Design spi_slave, sky130hd; sources not shown.
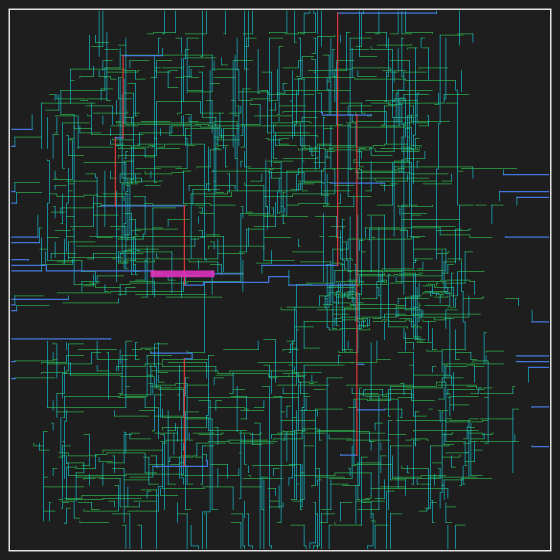
run_1/layers.png
M3: shown in blue, wire length 369 um. M4: shown in red, wire length 224 um. M2: shown in cyan, wire length 4970 um. M5: shown in magenta, wire length 13.8 um. M1: shown in green, wire length 4690 um.
total number of vias: 3316
global-route usage over all layers: 13.6%

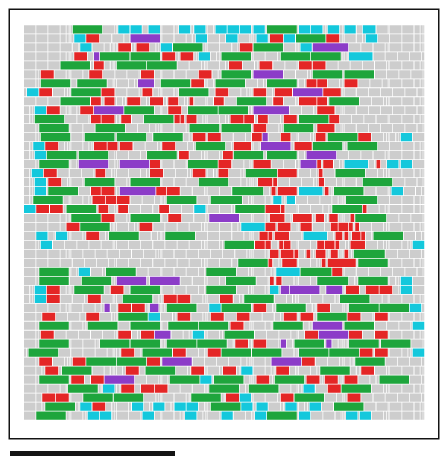
run_1/class_map.png
The bar under the picture is 50 um long. Fill, decap, tap and diode cells in grey.
remaining logic cells: shown in red, cells 215, share of their area 29%. registers: shown in green, cells 147, share of their area 50%. clock drivers and dummy loads: shown in purple, cells 31, share of their area 8.3%. remaining buffers and delay cells: shown in cyan, cells 84, share of their area 12%.
Core Box Area: 14500 um2
number of rows created at floorplan: 44

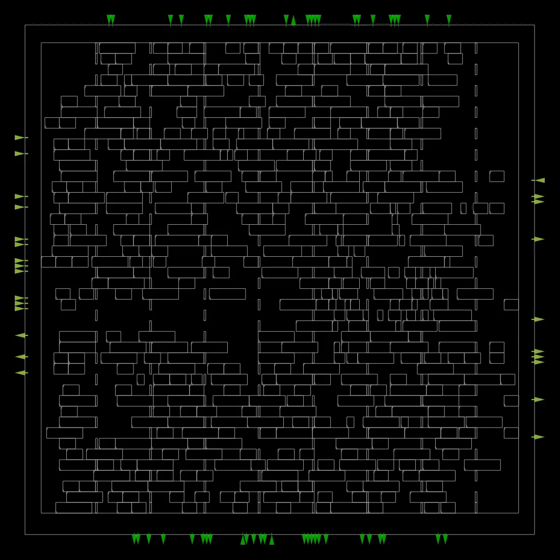
run_1/placed.png
count of inserted tapcells: 184
Filler Cells Inserted: 1253

==> impl_results.rst, run 1 <==
Implementation results
======================

.. list-table::
   :header-rows: 1

   * - Metric
     - Value
   * - Setup-violating endpoint count in the final report
     - 0
   * - Buffer count excluding the clock tree in the final layout
     - 84
   * - Maximum level of the CTS H-tree
     - 4
   * - Vias/cell
     - about 5
   * - Placement Cell Area
     - 6940 um2
   * - Number of buffers inserted to repair setup after CTS
     - 0
   * - Net switching power
     - 1.49 mW
   * - Proportion of power drawn by flip-flops and latches
     - 47.0%
   * - Peak supply drop
     - about 0.0005 V
   * - Total wirelength of the detailed-routed design
     - between 10000 and 15000 um
   * - XOR-XNOR Cells, Area Fraction
     - 0.444%
   * - Hold-fix buffers, CTS
     - 1
   * - Adder and majority cell fraction of the synthesized area
     - less than 1%
   * - Init Core Util
     - roughly 40%
   * - Crit path DAT
     - ~2.3 ns
   * - Clock buffer cells
     - 21
   * - Max Clock Freq
     - between 0.5 and 0.6 GHz
   * - Outcome
     - completed
   * - Maximum number of pins on one net before global-route repair
     - 58
   * - Clock Sinks
     - approximately 150
   * - Max-cap violation count
     - 0
   * - Multi-input gate share of the layout cell area
     - between 20 and 30%
   * - Floorplan Nets
     - between 400 and 500
   * - Critical Path RT
     - 2.70 ns
   * - Design area
     - 7560 um2
   * - Crit path top cell by count
     - sky130_fd_sc_hd__o21ai_4
   * - Biggest Area Class
     - flip-flops and latches
   * - Fraction of post-synthesis cell area in the top cell type by area
     - 58.8%
   * - Worst Max-Slew Pin Slew
     - ~0.43 ns
   * - DR top layer
     - met5
   * - Switching power share of the total
     - 22.5%
   * - Internal power contribution
     - approximately 5.1 mW
   * - Main kind of combinational logic by area
     - multiplexers
   * - Stages on worst setup path
     - 6
   * - Die height
     - between 100 and 150 um
   * - Clock buffers and inverters, area share
     - 8.07%
run_1/m1.png
Supply wires on this layer in grey.
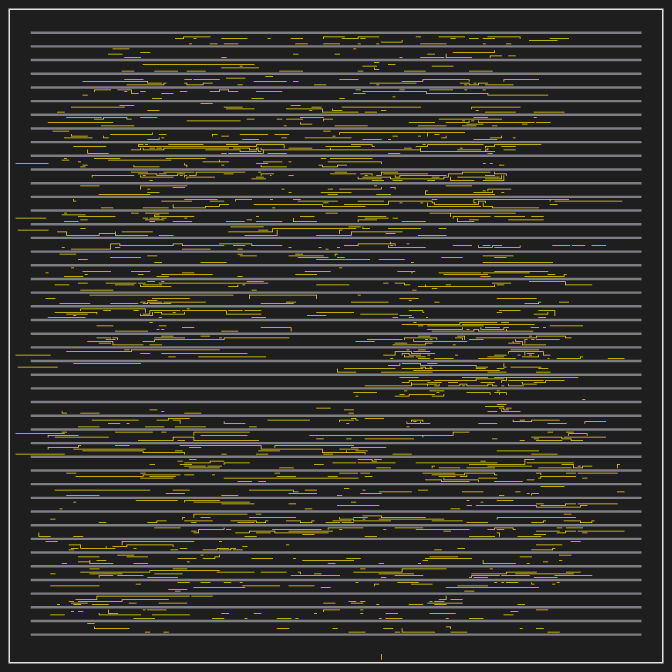

## Run 2: what changed since run 1
- clock period: 2.4 -> 2.1 ns (I/O delays scaled with it)
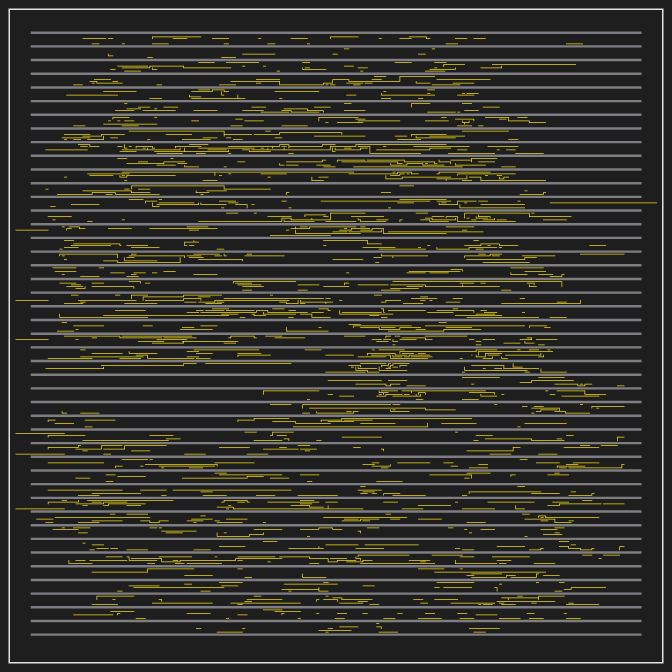
run_2/m1.png
Supply wires on this layer in grey.
463 nets have wire on it. The wires run mostly horizontal. The longest straight run is 46.0 um. The layer carries 5050 um of wire. The layer holds 47% of the routed length.
met1 track demand over resource: 17.9%
total number of vias: 3370
total wirelength of the detailed-routed design: 10700 um

==> run 2 against run 1 <==
Effect of this change:
- register-to-register slack lost 0.18 ns
- combinational power grew 18%
- clock power grew 14%
- non-clock buffer count grew 9
- worst hold slack lost 0.038 ns
- first-iteration DRC count shrank 22%
- utilization grew 0.84 points
- synthesized cell count is the same
- critical path depth is the same
- critical path type unchanged
- largest power group unchanged
- highest routed layer is now met4
==> impl_results.rst, run 2 <==
Implementation results
======================

.. list-table::
   :header-rows: 1

   * - Metric
     - Value
   * - Filler Cells Inserted
     - 1253 (unchanged)
   * - Number of rows created at floorplan
     - 44 (unchanged)
   * - Clock buffers and inverters, area share
     - 7.94% (-0.13 points)
   * - Vias/cell
     - 5.04 (+0.56%)
   * - Stages on worst setup path
     - 6 (unchanged)
   * - Fraction of post-synthesis cell area in the top cell type by area
     - 58.8% (unchanged)
   * - Maximum number of pins on one net before global-route repair
     - 51 (-12%)
   * - Placement Cell Area
     - 7000 um2 (+0.83%)
   * - Crit path DAT
     - 2.15 ns (-0.13 ns)
   * - Net switching power
     - 1.67 mW (+12%)
   * - Max-cap violation count
     - 0 (unchanged)
   * - DR top layer
     - met4
   * - Outcome
     - completed
   * - XOR-XNOR Cells, Area Fraction
     - 0.444% (unchanged)
   * - Multi-input gate share of the layout cell area
     - 27.6% (-0.18 points)
   * - Switching power share of the total
     - 21.9% (-0.62 points)
   * - Buffer count excluding the clock tree in the final layout
     - 93 (+11%)
   * - Maximum level of the CTS H-tree
     - 4 (unchanged)
   * - Number of buffers inserted to repair setup after CTS
     - 1 (+1)
   * - Core Box Area
     - 14500 um2 (unchanged)
   * - Design area
     - 7690 um2 (+1.6%)
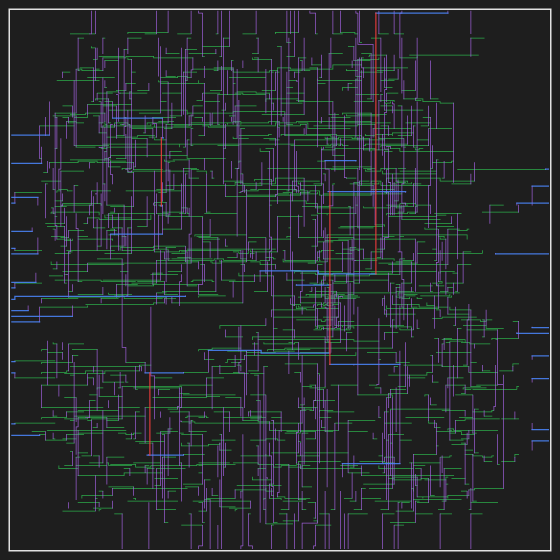
run_2/layers.png
routed wire length per instance: 16.0 um
global-route usage over all layers: 13.9%

Power figures rest on the tool's default switching activity, not on a simulated workload.
